==> config.mk <==
export PLATFORM = sky130hd
export DESIGN_NAME = fetch_stage
export DESIGN_NICKNAME = d
export VERILOG_FILES = /design/src/rtl/fetch_stage.sv
export SDC_FILE = /design/constraint.sdc
export NUM_CORES = 1
export LEC_CHECK = 0
export CAP_MARGIN = 20
export CELL_PAD_IN_SITES_DETAIL_PLACEMENT = 0
export CELL_PAD_IN_SITES_GLOBAL_PLACEMENT = 1
export CORE_AREA = 2 2 200 104
export DETAILED_ROUTE_END_ITERATION = 8
export DIE_AREA = 0 0 202 106
export PLACE_DENSITY = 0.82
export SLEW_MARGIN = 20
export SYNTH_ARGS = -nofsm -noshare
export SYNTH_HDL_FRONTEND = slang
export SYNTH_SLANG_ARGS = --single-unit
==> constraint.sdc <==
create_clock -name CLK -period 5.4 [get_ports CLK]
set_input_delay 1.08 -clock CLK [delete_from_list [all_inputs] [get_ports CLK]]
set_output_delay 1.08 -clock CLK [all_outputs]
set_load 0.01 [all_outputs]
==> src/rtl/fetch_stage.sv <==
// rtl/fetch_stage.sv - instruction fetch stage: PC register, icache request and IF/ID latch
// Redirects that arrive mid-miss are parked in pend_pc until the outstanding fetch returns.
module fetch_stage #(
    parameter logic [31:0] PC_INIT = 32'h0000_0000
) (
    input  logic        CLK,
    input  logic        RST,
    input  logic        flush,
    input  logic [31:0] redirect_pc,
    input  logic        stall,
    output logic        imemREN,
    output logic [31:0] imemaddr,
    input  logic        ihit,
    input  logic [31:0] imemload,
    output logic        ifid_valid,
    output logic [31:0] ifid_instr,
    output logic [31:0] ifid_pc,
    output logic [31:0] ifid_npc
);

    typedef enum logic [1:0] {
        IDLE  = 2'd0,
        FETCH = 2'd1,
        DRAIN = 2'd2
    } state_t;

    state_t      r_state;
    logic [31:0] r_pc;
    logic [31:0] r_pend_pc;
    logic        r_valid;
    logic [31:0] r_instr;
    logic [31:0] r_ifpc;
    logic [31:0] r_npc;

    logic [31:0] w_redirect;
    logic [31:0] w_pc_plus4;

    assign w_redirect = redirect_pc & ~32'd3;
    assign w_pc_plus4 = r_pc + 32'd4;

    // Request is gated by RST directly so it drops in the very cycle reset is raised.
    assign imemREN    = !RST && (r_state != IDLE);
    assign imemaddr   = r_pc;
    assign ifid_valid = r_valid;
    assign ifid_instr = r_instr;
    assign ifid_pc    = r_ifpc;
    assign ifid_npc   = r_npc;

    always_ff @(posedge CLK) begin
        if (RST) begin
            r_state   <= IDLE;
            r_pc      <= PC_INIT;
            r_pend_pc <= 32'd0;
            r_valid   <= 1'b0;
            r_instr   <= 32'd0;
            r_ifpc    <= 32'd0;
            r_npc     <= 32'd0;
        end else begin
            case (r_state)
                IDLE: begin
                    r_state <= FETCH;
                end
                FETCH: begin
                    if (flush) begin
                        r_valid <= 1'b0;
                        if (ihit) begin
                            r_pc <= w_redirect;
                        end else begin
                            r_pend_pc <= w_redirect;
                            r_state   <= DRAIN;
                        end
                    end else if (ihit) begin
                        if (!stall) begin
                            r_valid <= 1'b1;
                            r_instr <= imemload;
                            r_ifpc  <= r_pc;
                            r_npc   <= w_pc_plus4;
                            r_pc    <= w_pc_plus4;
                        end
                    end else if (!stall) begin
                        r_valid <= 1'b0;
                    end
                end
                DRAIN: begin
                    // The in-flight word belongs to the squashed path; only its completion matters.
                    r_valid <= 1'b0;
                    if (flush) begin
                        r_pend_pc <= w_redirect;
                    end
                    if (ihit) begin
                        r_pc    <= flush ? w_redirect : r_pend_pc;
                        r_state <= FETCH;
                    end
                end
                default: begin
                    r_state <= IDLE;
                end
            endcase
        end
    end

endmodule

### Ports around the boundary

(2 px per um) Pins as bars across the die edge, other pins in grey.
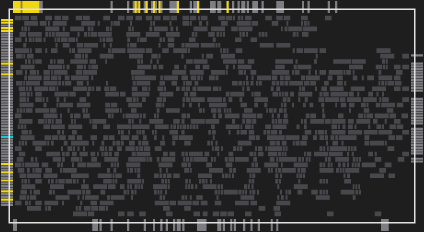
`ifid_instr` -> yellow  # pins 32, direction output, edge 21 top, 11 left
`ifid_valid` -> cyan  # pins 1, direction output, edge left
all pins by edge = 69 left, 61 top, 35 bottom, 34 right

### Port wiring

(2 px per um)
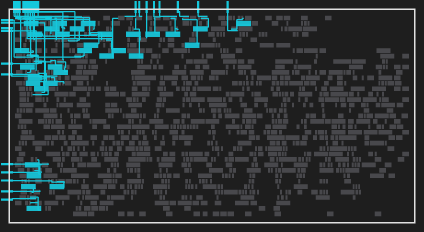
`ifid_instr` -> cyan  # bits 32, direction output, end cells 32, buffers 32, wire 1190 um

### Routing congestion map

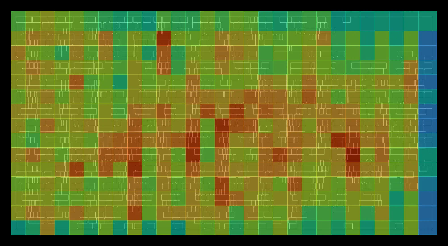
drt wl/cell: 17.80 um
met2 usage: 32.08%
post-layout util: 49.22%
met1 Track Usage GR: 33.50%
all-layer global routing usage: 22.86%

### Wiring by layer

(2 px per um)
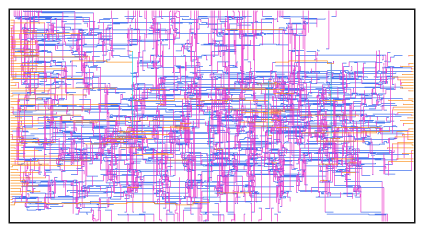
met1 -> blue  # wire length 12100 um
met4 -> cyan  # wire length 148 um
met2 -> magenta  # wire length 10100 um
met3 -> orange  # wire length 2070 um

==> flow_metrics.tcl <==
# implementation run metrics
set metrics [dict create \
    design.die.area_um2 21410 \
    p_sw_share_pct 33.19 \
    openroad.warnings 33 \
    startpoint_type "primary input" \
    synthAoiAreaFrac_pct 19.39 \
    setup_viol 0 \
    async_reset_ff_share_pct 0 \
    die_x_um 202 \
    use_met3_pct 7.572 \
    clk_path_buf_depth 2 \
    grt_pass1_wl_um 37930 \
    leakagePower_nw 3.170 \
    seq_cells 161 \
    ant_nets 0 \
    hold_path.class "reg -> reg" \
    synthAdderAreaFrac_pct 0.8735 \
    rsz0062_at_grt "false" \
    timing.rr.end "ifid_npc[30]" \
    drtIter0Drc 474 \
    cp_top_family "buffers and inverters" \
    ys_area_um2 7162 \
    wl_met2_um 10140 \
    layout-drive-gt1-share_pct 5.005 \
    place_area_um2 9201 \
    cp-end-kind "primary output" \
    grt_max_degree 111 \
    dp_hpwl_um 16700 \
    stdcell_area_um2 9776 \
    endpoint "imemREN" \
    seqCellArea_um2 3223 \
    yosys_most_used_dff "dfxtp_1" \
    min_to "ifid_instr[28]" \
    power.total_mw 3.533 \
    via_per_inst 5.171 \
    ys_seq_share_pct 45.00 \
    pwr.group.clock_mw 1.20 \
    mux_share_pct 0.2795 \
    cts_setup_buffers 0 \
    clock_buffer_count 22 \
    portBuffers 196 \
    p_int_mw 2.360 \
    die_h_um 106 \
    core_area_um2 19860 \
    pwr-share-comb_pct 24.2 \
    area_share_nonclk_buffers_pct 20.89 \
    fp_nets 1019 \
    stdcell_count 1372 \
    fp_util_pct 36.06 \
    drv_slew 0 \
    slowest_stage "clkdlybuf4s50_1" \
    area_growth_pct 36.50 \
    synth-edff-count 0 \
    criticalPathCategory "in -> out" \
    cts.clk_slew.worst_paths_ns 0.07 \
    status "complete, no violations" \
    antenna_found_initial 0 \
    clock_sinks 161 \
    dr.pass1.iters 5 \
    buffers 206 \
    rr_worst_depth 6 \
    max_cap_violations 0 \
    num_vias 7095 \
    cts_resized 0 \
    cts_tree "built" \
    reg2reg_from "imemaddr[2]" \
    min-delay-start "ifid_instr[28]" \
]
## cell usage after synthesis, drive strengths merged, types with 7 or more instances
master | number | area [um^2]
nor3 | 8 | 50.05
xnor2 | 13 | 113.9
xor2 | 12 | 105.1
a21oi | 143 | 715.7
nand4 | 11 | 96.34
dfxtp | 161 | 3223
buf | 24 | 125.1
nand2 | 253 | 952.2
o22ai | 7 | 43.79
clkbuf | 60 | 225.2
nand3 | 26 | 140.1
inv | 12 | 45.04
nor4 | 9 | 77.57
a211oi | 25 | 187.7
o21ai | 23 | 115.1
nor2 | 76 | 285.3
## worst register-to-register path, cell delays in order (launching register included)
cell and delay (ns):
dfxtp_1 0.57, ha_1 0.40, nand4_2 0.29, nor4_1 0.66, nand4_1 0.32, nor3b_1 0.23, nor4_1 0.27
Power and IR drop assume default switching activity.
